[config.mk]
export PLATFORM = sky130hd
export DESIGN_NAME = uart_tx_sched
export DESIGN_NICKNAME = d
export VERILOG_FILES = /design/src/rtl/uart_tx_sched.sv
export SDC_FILE = /design/constraint.sdc
export NUM_CORES = 1
export LEC_CHECK = 0
export ABC_AREA = 1
export CAP_MARGIN = 20
export CORE_ASPECT_RATIO = 0.9
export CORE_MARGIN = 5
export CORE_UTILIZATION = 45
export CTS_CLUSTER_SIZE = 10
export DETAILED_ROUTE_END_ITERATION = 7
export GPL_TIMING_DRIVEN = 0
export PLACE_DENSITY = 0.87
export SLEW_MARGIN = 20
export SYNTH_ARGS = -nofsm -noshare
export SYNTH_HDL_FRONTEND = slang
export SYNTH_SLANG_ARGS = --single-unit
[constraint.sdc]
create_clock -name clk_i -period 2.69 [get_ports clk_i]
set_input_delay 0.4035 -clock clk_i [delete_from_list [all_inputs] [get_ports clk_i]]
set_output_delay 0.4035 -clock clk_i [all_outputs]
set_load 0.005 [all_outputs]
[src/rtl/uart_tx_sched.sv]
// Round-robin scheduler sharing one UART transmitter between NREQ byte producers.
// Optional watchdog/ABORT path enabled by defining UART_SCHED_TIMEOUT_EN.
module uart_tx_sched #(
   parameter int NREQ      = 4,
   parameter int DW        = 8,
   parameter int TO_CYCLES = 100000
) (
   input  logic               clk_i,
   input  logic               rst_i,
   input  logic [NREQ-1:0]    req_i,
   input  logic [NREQ*DW-1:0] req_data_i,
   output logic [NREQ-1:0]    ack_o,
   output logic               tx_start_o,
   output logic [DW-1:0]      tx_data_o,
   input  logic               tx_done_i,
   output logic               busy_o,
   output logic [2:0]         owner_o,
   output logic               err_timeout_o
);

`ifdef UART_SCHED_TIMEOUT_EN
   typedef enum logic [2:0] {
      S_IDLE   = 3'd0,
      S_LAUNCH = 3'd1,
      S_WAIT   = 3'd2,
      S_DONE   = 3'd3,
      S_ABORT  = 3'd4
   } state_t;

   localparam int WDW = (TO_CYCLES > 2) ? $clog2(TO_CYCLES) : 1;
   localparam logic [WDW-1:0] WD_LIM = WDW'(TO_CYCLES - 1);

   logic [WDW-1:0] wd_q, wd_d;
   logic           err_q, err_d;
`else
   typedef enum logic [2:0] {
      S_IDLE   = 3'd0,
      S_LAUNCH = 3'd1,
      S_WAIT   = 3'd2,
      S_DONE   = 3'd3
   } state_t;
`endif

   state_t         state_q, state_d;
   logic [2:0]     ptr_q, ptr_d;
   logic [2:0]     owner_q, owner_d;
   logic [DW-1:0]  tx_data_q, tx_data_d;
   logic           tx_start_q, tx_start_d;
   logic [NREQ-1:0] ack_q, ack_d;
   logic           busy_q, busy_d;

   logic [7:0]     req_ext;
   logic           found;
   logic [2:0]     pick;
   logic [2:0]     cand;
   logic [DW-1:0]  data_sel;

   function automatic logic [2:0] next_idx(input logic [2:0] idx);
      return (idx == 3'(NREQ - 1)) ? 3'd0 : idx + 3'd1;
   endfunction

   // First pending request at or after ptr, wrapping modulo NREQ.
   always_comb begin
      req_ext  = 8'(req_i);
      found    = 1'b0;
      pick     = ptr_q;
      cand     = '0;
      data_sel = '0;
      for (int k = 0; k < NREQ; k++) begin
         cand = 3'((int'(ptr_q) + k) % NREQ);
         if (!found && req_ext[cand]) begin
            found = 1'b1;
            pick  = cand;
         end
      end
      for (int i = 0; i < NREQ; i++) begin
         if (pick == 3'(i)) data_sel = req_data_i[i*DW +: DW];
      end
   end

   always_comb begin
      state_d    = state_q;
      ptr_d      = ptr_q;
      owner_d    = owner_q;
      tx_data_d  = tx_data_q;
      tx_start_d = 1'b0;
      ack_d      = '0;
`ifdef UART_SCHED_TIMEOUT_EN
      wd_d       = wd_q;
      err_d      = err_q;
`endif
      case (state_q)
         S_IDLE: begin
            if (found) begin
               state_d    = S_LAUNCH;
               owner_d    = pick;
               tx_data_d  = data_sel;
               tx_start_d = 1'b1;
            end
         end
         S_LAUNCH: begin
            state_d = S_WAIT;
`ifdef UART_SCHED_TIMEOUT_EN
            wd_d    = '0;
`endif
         end
         S_WAIT: begin
            // A completion arriving on the limit cycle still counts as success.
            if (tx_done_i) begin
               state_d = S_DONE;
               ack_d   = NREQ'(1) << owner_q;
            end
`ifdef UART_SCHED_TIMEOUT_EN
            else if (wd_q == WD_LIM) begin
               state_d = S_ABORT;
               err_d   = 1'b1;
            end else begin
               wd_d = wd_q + 1'b1;
            end
`endif
         end
         S_DONE: begin
            ptr_d   = next_idx(owner_q);
            state_d = S_IDLE;
         end
`ifdef UART_SCHED_TIMEOUT_EN
         S_ABORT: begin
            ptr_d   = next_idx(owner_q);
            state_d = S_IDLE;
         end
`endif
         default: state_d = S_IDLE;
      endcase
      busy_d = (state_d != S_IDLE);
   end

   always_ff @(posedge clk_i) begin
      if (rst_i) begin
         state_q    <= S_IDLE;
         ptr_q      <= '0;
         owner_q    <= '0;
         tx_data_q  <= '0;
         tx_start_q <= 1'b0;
         ack_q      <= '0;
         busy_q     <= 1'b0;
      end else begin
         state_q    <= state_d;
         ptr_q      <= ptr_d;
         owner_q    <= owner_d;
         tx_data_q  <= tx_data_d;
         tx_start_q <= tx_start_d;
         ack_q      <= ack_d;
         busy_q     <= busy_d;
      end
   end

`ifdef UART_SCHED_TIMEOUT_EN
   always_ff @(posedge clk_i) begin
      if (rst_i) begin
         wd_q  <= '0;
         err_q <= 1'b0;
      end else begin
         wd_q  <= wd_d;
         err_q <= err_d;
      end
   end
   assign err_timeout_o = err_q;
`else
   assign err_timeout_o = 1'b0;
`endif

   assign ack_o      = ack_q;
   assign tx_start_o = tx_start_q;
   assign tx_data_o  = tx_data_q;
   assign busy_o     = busy_q;
   assign owner_o    = owner_q;

endmodule

==> qor.csv, run 1 <==
stage;metric;value;unit
pwr;leak pwr;0.924;nW
run;Max-Cap Viols;0;
pwr;VDD IR-drop max;0.000213;V
critical_path;critical path's slowest cell;clkdlybuf4s50_1;
floorplanning;Die X-Extent;70.7;um
logic_synthesis;fa+ha+maj area frac;0.838;%
clocking;CTS max path bufs;2;
logic_synthesis;Mux area share;0;%
pwr;Logic pwr share;28.4;%
critical_path;Setup crit end kind;flop;
cells_and_area;Nets;322;
critical_path;reg-to-reg slack, setup;0.51;ns
cells_and_area;Commonest Layout Cell;nand2_1;
critical_path;critical path class;primary input to flop;
clocking;CTS tree;built;
logic_synthesis;# Cells Yosys;221;
placement;hpwl dp;3.16;mm
logic_synthesis;synthesis-stage register bit count;23;
pwr;share of power burned in registers;45.5;%
pwr;Psw;0.000225;W
clocking;clock root buffer;clkbuf_8;
global_route;initial antenna violation count;0;
critical_path;CP Cell Sequence;clkdlybuf4s50_1 -> inv_1 -> nand2_1 -> nand3_1 -> nand2_2 -> nor2_8 -> nand2_1 -> o21ai_1 -> inv_1 -> clkbuf_1 -> o21ai_1 -> inv_1 -> nand2_1 -> a21oi_2;
cells_and_area;area of the multi-input gates;885;um^2
logic_synthesis;ao+oa area frac;15.9;%
critical_path;family with the most delay on the worst path;buffers and inverters;
critical_path;crit path launch type;primary input;
clocking;post-CTS setup buffer count;0;
routing;Avg WL per Cell;12.5;um
global_route;largest net degree at the start of global routing;13;
logic_synthesis;Syn Inst Count;221;
critical_path;Req. time, crit path;2.82;ns
status;status;completed;
critical_path;Arr. time, crit path;2.33;ns
cells_and_area;Reg area;460;um^2
cells_and_area;most numerous logic cells after layout;66 x nand2_1, 55 x clkdlybuf4s50_1, 28 x nand3_1, 23 x dfxtp_1, 22 x inv_1;
## run 1: per-layer routing
metal,up-vias,routed length [um],GRT usage (%)
met1,704,1850,25.0
li1,834,-,-
met2,52,1910,27.4
met5,-,0,0
met4,0,61,5.87
met3,4,220,2.47
## run 1: flip-flops by register name, summed over array words and instances (netlist names)
register	flops
state_q	3
ptr_q	3
busy_o	1
tx_data_o	8
ack_o	4
tx_start_o	1
owner_o	3
## run 1: cells in the mapped netlist, drive strengths merged
| library cell | number | area share (%) |
|---|---|---|
| nand2 | 78 | 24 |
| nand3 | 28 | 9.4 |
| inv | 26 | 6.5 |
| dfxtp | 23 | 31 |
| a21oi | 14 | 6.4 |
| o21ai | 14 | 5.4 |
| nor2 | 13 | 5.4 |
| o211ai | 8 | 4.0 |
| buf | 6 | 3.2 |
| nor3 | 4 | 1.3 |
| clkbuf | 2 | 0.50 |
| nand4 | 2 | 1.8 |
| conb | 1 | 0.25 |
| ha | 1 | 0.84 |
| or2 | 1 | 0.42 |
## run 1: cell families (layout without fill, tap and decap cells)
family                     Yosys count  count (layout)
and+or+nand+nor                    126             126
AOI/OAI and AO/OA                   36              36
buffers and inverters               34              93
DFF                                 23              23
adders and majority gates            1               1
other                                1               2
## run 1: power groups by stage
stage	clock [W]	sequential, W	combinational [W]
2_1_floorplan	0	0.000376	0.000117
3_3_place_gp	0	0.000375	0.000224
3_5_place_dp	0	0.000376	0.000229
4_1_cts	0.000215	0.000368	0.000230
5_1_grt	0.000234	0.000371	0.000252
6_report	0.000211	0.000368	0.000230
## run 1: worst reg2reg max path, stage by stage, from the launching register on
cell,delay (ns)
dfxtp_1,0.47
inv_2,0.14
nand2_2,0.11
nand2_4,0.07
nand2_2,0.08
nand2_4,0.08
nor2_8,0.11
nand2_1,0.10
o21ai_1,0.24
inv_1,0.11
clkbuf_1,0.23
o21ai_1,0.14
inv_1,0.06
nand2_1,0.08
a21oi_2,0.05
## run 1: through the flow
| step | setup slack [ns] | total power (W) | hold WS, ns | std cells | utilization (%) |
|---|---|---|---|---|---|
| after global routing | 0.252 | 0.000858 | 0.505 | 323 | 68.9 |
| after floorplan | 0.881 | 0.000493 | 0.457 | 222 | - |
| after detailed placement | 0.235 | 0.000604 | 0.468 | 319 | 67.5 |
| after CTS | 0.510 | 0.000814 | 0.481 | 323 | 68.9 |
| after global placement | 0.267 | 0.000600 | 0.464 | 319 | 67.5 |
| final | 0.491 | 0.000809 | 0.480 | 323 | 68.9 |
## run 1: layout make-up
class,instances,area share (%)
buffer,8,2.57
clock buffer,4,2.10
inverter,26,4.55
multi-input combinational,165,41.2
sequential,23,21.5
tap,42,2.45
timing repair buffer,55,25.7
## run 1: worst paths after layout
path,endpoint,startpoint,cells after the start
max,tx_data_o[2],req_i[3],14
min,tx_data_o[2],tx_data_o[2],2
max reg2reg,tx_data_o[2],ptr_q[1],14
min reg2reg,tx_data_o[2],tx_data_o[2],2
==> run_1/placement_by_type.png <==
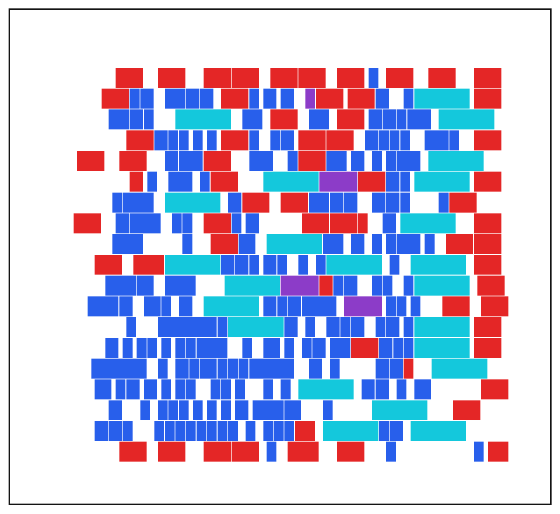
[purple] clock drivers and dummy loads | cells: 4 | share of their area: 2.2%
[cyan] sequential cells | cells: 23 | share of their area: 22%
[red] remaining buffers and delay cells | cells: 63 | share of their area: 29%
[blue] combinational and other logic | cells: 191 | share of their area: 47%
post-route cell area: 2150 um^2
final core occ: 68.9%
Core Box Area: 3110 um^2
std cell rows: 19
sequential share of cell area: 21.5%

==> run_1/clk_routes.png <==
The bar under the picture is 20 um long.
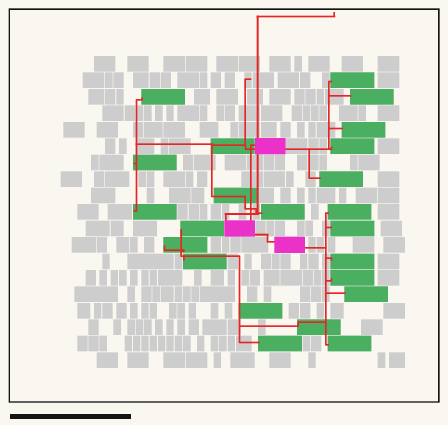
[magenta] clock drivers | count: 3
[green] flip-flops | count: 23
[red] clock wires | length: 270 um
routed clock nets: 4

==> run_1/clocks.png <==
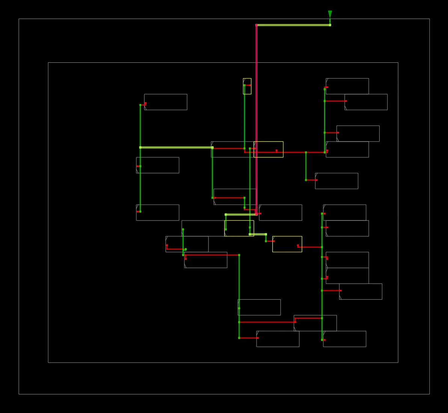
clk_skew: 0.00582 ns
clk_lat worst skew: 0.26 ns
CTS buffer count: 3
P_clk: 0.000211 W

==> run_1/power_grid.png <==
The bar under the picture is 20 um long. Pins as bars on the die edge. Tap cells in gray.
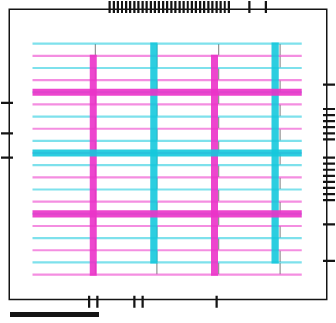

## Run 2: what changed since run 1
CORE_UTILIZATION = 40   (was 45)
PLACE_DENSITY = 0.82   (was 0.87)
clock period = 1.8 ns   (was 2.69 ns; I/O delays follow)
==> run_2/power_grid.png <==
The bar under the picture is 20 um long. Pins as bars on the die edge. Tap cells in gray.
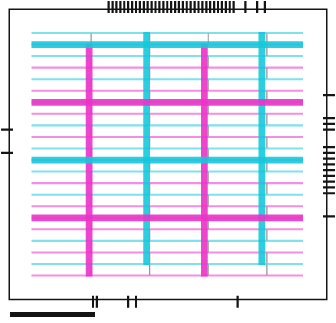
[magenta] VSS
[cyan] VDD
tap cells: 46
met1 rails: 22
signal pins: 57
Die X-Extent: 74.4 um
Core Box Area: 3650 um^2
Die Y: 68.0 um
VDD IR-drop max: 0.000265 V

==> run_2/clocks.png <==
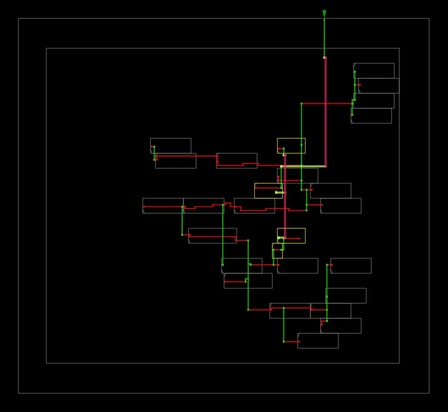
clk_skew: 0.00839 ns
P_clk: 0.000325 W
Sink Count: 23

==> qor.csv, run 2 <==
stage;metric;value;unit
status;status;complete, but fails checks;
status;violated checks;negative setup slack;
critical_path;critical path class;flop to flop;
placement;hpwl dp;3.25;mm
pwr;leak pwr;1.06;nW
global_route;total global routing overflow;0;
global_route;first-pass GRT wire length;7.14;mm
clocking;H-tree Lvls;1;
cells_and_area;max reg flops;8;
logic_synthesis;Post-synth ARST share;0;%
critical_path;R2R depth;17;
clocking;clk_lat worst skew;0.27;ns
clocking;CTS tree;built;
logic_synthesis;# Cells Yosys;221;
logic_synthesis;Post-synth area hogs;dfxtp_1 31%, nand2_1 17%, nand3_1 9.4%, inv_1 5.5%, nand2_4 4.5%;
floorplanning;Ports;57;
floorplanning;std cell rows;21;
global_route;initial antenna violation count;0;
clocking;clock root buffer;clkbuf_8;
run;Max-Cap Viols;0;
logic_synthesis;synthesis-stage register bit count;23;
critical_path;crit path launch type;flop;
clocking;CTS buffer count;3;
logic_synthesis;Synth area leader;dfxtp_1;
global_route;largest net degree at the start of global routing;14;
logic_synthesis;number of flops mapped to enable cells by yosys;0;
final_timing;final setup margin;-0.285;ns
logic_synthesis;Post-synth top cells;66 x nand2_1, 28 x nand3_1, 23 x dfxtp_1;
logic_synthesis;area share, top type;30.8;%
logic_synthesis;Syn Inst Count;221;
critical_path;Arr. time, crit path;2.22;ns
placement;Setup WS pre-CTS;-0.582;ns
cells_and_area;Commonest Layout Cell;clkdlybuf4s50_1;
logic_synthesis;count leader, synth;nand2_1;
critical_path;Setup crit end kind;flop;
clocking;CTS max path bufs;2;
min_path;Worst Hold Path Cells;2;
routing;via count;1735;
cells_and_area;post-route cell area;2480;um^2
final_timing;Final Setup Violations;10;
logic_synthesis;most used flip-flop cell after synthesis;dfxtp_1;
critical_path;Req. time, crit path;1.93;ns
cells_and_area;most numerous logic cells after layout;51 x clkdlybuf4s50_1, 48 x nand2_1, 21 x dfxtp_1, 20 x nand2_2;
final_timing;Hold Fails Final Rpt;0;
==> run_2/placement_by_type.png <==
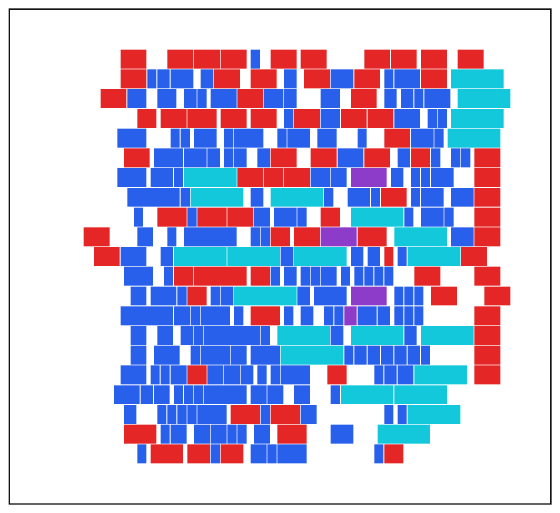
[red] remaining buffers and delay cells | cells: 76 | share of their area: 31%
[purple] clock drivers and dummy loads | cells: 4 | share of their area: 1.9%
[cyan] sequential cells | cells: 23 | share of their area: 19%
[blue] combinational and other logic | cells: 192 | share of their area: 48%

run 2: repair_timing:
action | CTS | global route
pin swaps | 9 | 14
setup buffers | 8 | 4
cloned | 2 | 0
resized | 29 | 40
endpoints found under the setup margin | 13 | 13
run 2: final cells by class:
cell class / instances / area, um^2
repair buffers: 68 / 674
plain buffers: 8 / 75.1
inverters: 26 / 103
clock buffers: 3 / 41.3
multi-input cells: 166 / 1060
clock inverters: 1 / 5.00
well taps: 46 / 57.6
flip-flops and latches: 23 / 468
fillers: 289 / 1170
run 2: critical path: stages (launching register included):
cell and delay, ns:
dfxtp_4 0.38, inv_4 0.05, buf_6 0.13, nand2_1 0.05, nand2_1 0.07, nand2_2 0.10
nand2_4 0.08, nor2_8 0.11, nand4_4 0.15, nand2_2 0.13, nand2_2 0.07, nand2_4 0.12
buf_6 0.13, nand2_8 0.07, o21ai_2 0.12, inv_1 0.06, nand2_1 0.09, a21oi_2 0.05
run 2: power breakdown:
group          leakage (nW)  internal, W  switching, W  total, W
clock                0.0255     0.000155      0.000171  0.000325
combinational         0.846     0.000211      0.000199  0.000411
sequential            0.190     0.000531     0.0000171  0.000548
run 2: path summary, 6_finish.rpt:
path                startpoint      endpoint  slack [ns]
setup / recovery      ptr_q[0]  tx_data_o[3]       -0.29
hold / removal    tx_data_o[5]  tx_data_o[5]        0.47
setup reg to reg      ptr_q[0]  tx_data_o[3]       -0.29
hold reg to reg   tx_data_o[5]  tx_data_o[5]        0.47
run 2: logic make-up after synthesis:
group,after synthesis,share of synthesized area [%]
fa+ha+maj,1,0.837
other cells,1,0.251
compound gates,36,15.9
simple gates,126,42.0
flops,23,30.8
buf+inv,34,10.2
run 2: per-layer routing:
metal,GRT usage [%],vias up,share of wire (%)
met4,5.33,0,1.6
met5,0,-,0
met3,2.64,11,4.5
li1,-,863,-
met2,31.8,48,53
met1,21.6,813,41
run 2: through the flow:
step	utilization [%]	setup TNS, ns	hold slack (ns)	power (W)	instances
floorplan	-	0	0.426	0.000737	222
global placement	57.8	-5.16	0.464	0.000898	323
detailed placement	57.8	-5.97	0.466	0.000905	323
CTS	63.7	-1.10	0.480	0.00124	337
global route	68.0	-3.44	0.500	0.00134	341
finish	68.0	-2.17	0.470	0.00128	341
==> run_2/clk_routes.png <==
The bar under the picture is 20 um long.
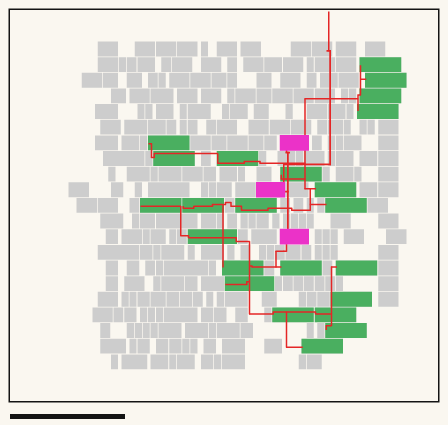

## Run 3: what changed since run 2
CORE_MARGIN = 2   (was 5)
GPL_TIMING_DRIVEN = default   (was 0)
==> run_3/clk_routes.png <==
The bar under the picture is 20 um long.
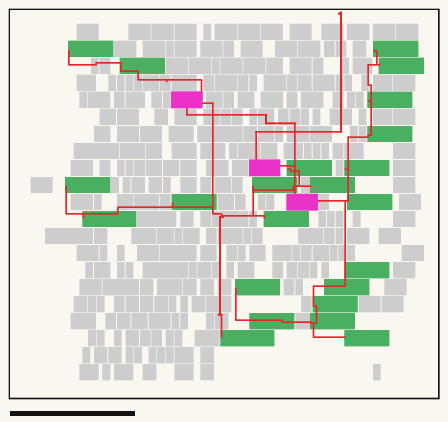
[red] clock wires | length: 298 um
[green] flip-flops | count: 23
[magenta] clock drivers | count: 3
routed clock nets: 4

==> run_3/wires.png <==
The bar under the picture is 20 um long. Two of the layers only.
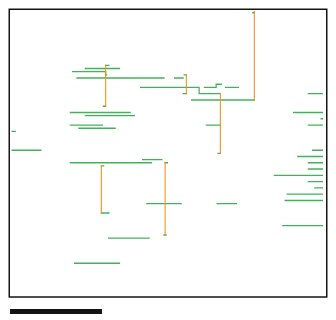
[green] metal 3 | wire length: 245 um
[orange] metal 4 | wire length: 70.7 um
via count: 1768
Avg WL per Cell: 13.2 um

==> run_3/power_grid.png <==
The bar under the picture is 20 um long. Pins as bars on the die edge. Tap cells in gray.
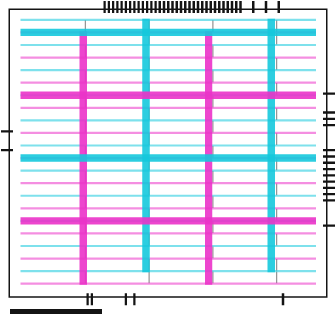
[cyan] VDD
[magenta] VSS
rows: 21
met1 rails: 22
signal pins: 57
Die Y: 62.0 um
VDD IR-drop max: 0.000305 V
Die X-Extent: 68.4 um

==> qor.csv, run 3 <==
stage;metric;value;unit
floorplanning;Core Box Area;3650;um^2
placement;Setup WS pre-CTS;-0.443;ns
status;status;complete, but fails checks;
global_route;global routing usage on met3;3.42;%
global_route;initial antenna violation count;0;
cells_and_area;Nets;338;
clocking;CTS buffer count;3;
logic_synthesis;Post-synth area hogs;dfxtp_1 31%, nand2_1 17%, nand3_1 9.4%, inv_1 5.5%, nand2_4 4.5%;
critical_path;crit path launch type;flop;
critical_path;R2R depth;16;
final_timing;final setup margin;-0.271;ns
final_timing;Final Setup Violations;9;
final_timing;Min Hold Slack;0.480;ns
critical_path;critical path class;flop to flop;
clocking;clk_lat worst skew;0.28;ns
global_route;grt met2 use;33.8;%
critical_path;max incr delay on CP;0.39;ns
clocking;CTS max path bufs;2;
placement;placed insts;330;
logic_synthesis;fa+ha+maj area frac;0.838;%
critical_path;CP Cell Sequence;buf_6 -> nand2_2 -> nand2_2 -> nand2_2 -> nand2_4 -> nand2_2 -> nand2_1 -> nand2_2 -> nand2_2 -> nand2_4 -> buf_4 -> buf_4 -> o211ai_1 -> nand3_1 -> nand2_1 -> a21oi_2;
status;violated checks;negative setup slack;
placement;hpwl dp;3.12;mm
global_route;largest net degree at the start of global routing;14;
## run 3: worst min-delay path, delay by kind of cell (launching register included)
family             cells  cell delay, ns
AOI/OAI and AO/OA      1            0.05
DFF                    1            0.32
and+or+nand+nor        1            0.08
## run 3: metrics by stage
stage / total power (W) / cell area, um^2 / utilization [%] / TNS, ns
floorplan: 0.000737 / 1500 / - / 0
global placement: 0.000908 / 2160 / 59.2 / -4.43
detailed placement: 0.000913 / 2160 / 59.2 / -4.91
CTS: 0.00126 / 2370 / 65.0 / -0.339
global route: 0.00135 / 2450 / 67.1 / -2.49
finish: 0.00130 / 2450 / 67.1 / -1.56
## run 3: power by group
part / switching, W / leakage (nW) / total, W / internal (W)
clock network: 0.000177 / 0.0255 / 0.000332 / 0.000155
registers: 0.0000165 / 0.190 / 0.000547 / 0.000531
logic: 0.000200 / 0.852 / 0.000419 / 0.000220
## run 3: worst max-delay path by stage
| stage | start | to | slack [ns] | cells past startpoint |
|---|---|---|---|---|
| 5_1_grt | ptr_q[0] | tx_data_o[2] | -0.34 | 16 |
| 3_5_place_dp | req_i[1] | tx_data_o[2] | -0.44 | 17 |
| 3_3_place_gp | req_i[1] | tx_data_o[6] | -0.39 | 13 |
| 4_1_cts | ptr_q[0] | tx_data_o[5] | -0.06 | 15 |
| 2_1_floorplan | ptr_q[0] | tx_data_o[0] | 0.01 | 15 |
| 6_report | ptr_q[0] | tx_data_o[2] | -0.27 | 16 |
## run 3: layout make-up
cell class              instances  area, um^2  share of cell area [%]
inverters                      26         108                    4.39
repair buffers                 78         742                    30.3
clock buffers                   3        41.3                    1.68
multi-input cells             166        1030                    42.0
clock inverters                 1        5.00                   0.204
well taps                      46        57.6                    2.35
flip-flops and latches         23         468                    19.1
## run 3: repair_timing
action / 4_1_cts / 5_1_grt
pin swaps: 11 / 10
resized: 37 / 17
setup endpoints to repair: 13 / 11
buffers inserted: 8 / 1
gates cloned: 1 / 0
## run 3: per-layer routing
layer / up-vias / routed length, um
met1: 817 / 2000
met5: - / 0
li1: 873 / -
met3: 13 / 244
met4: 0 / 70
met2: 65 / 2220
## run 3: cell families after synthesis
group | Yosys count
simple gates | 126
flops | 23
other cells | 1
compound gates | 36
buf+inv | 34
fa+ha+maj | 1
Power is estimated from default activity; no workload was simulated.
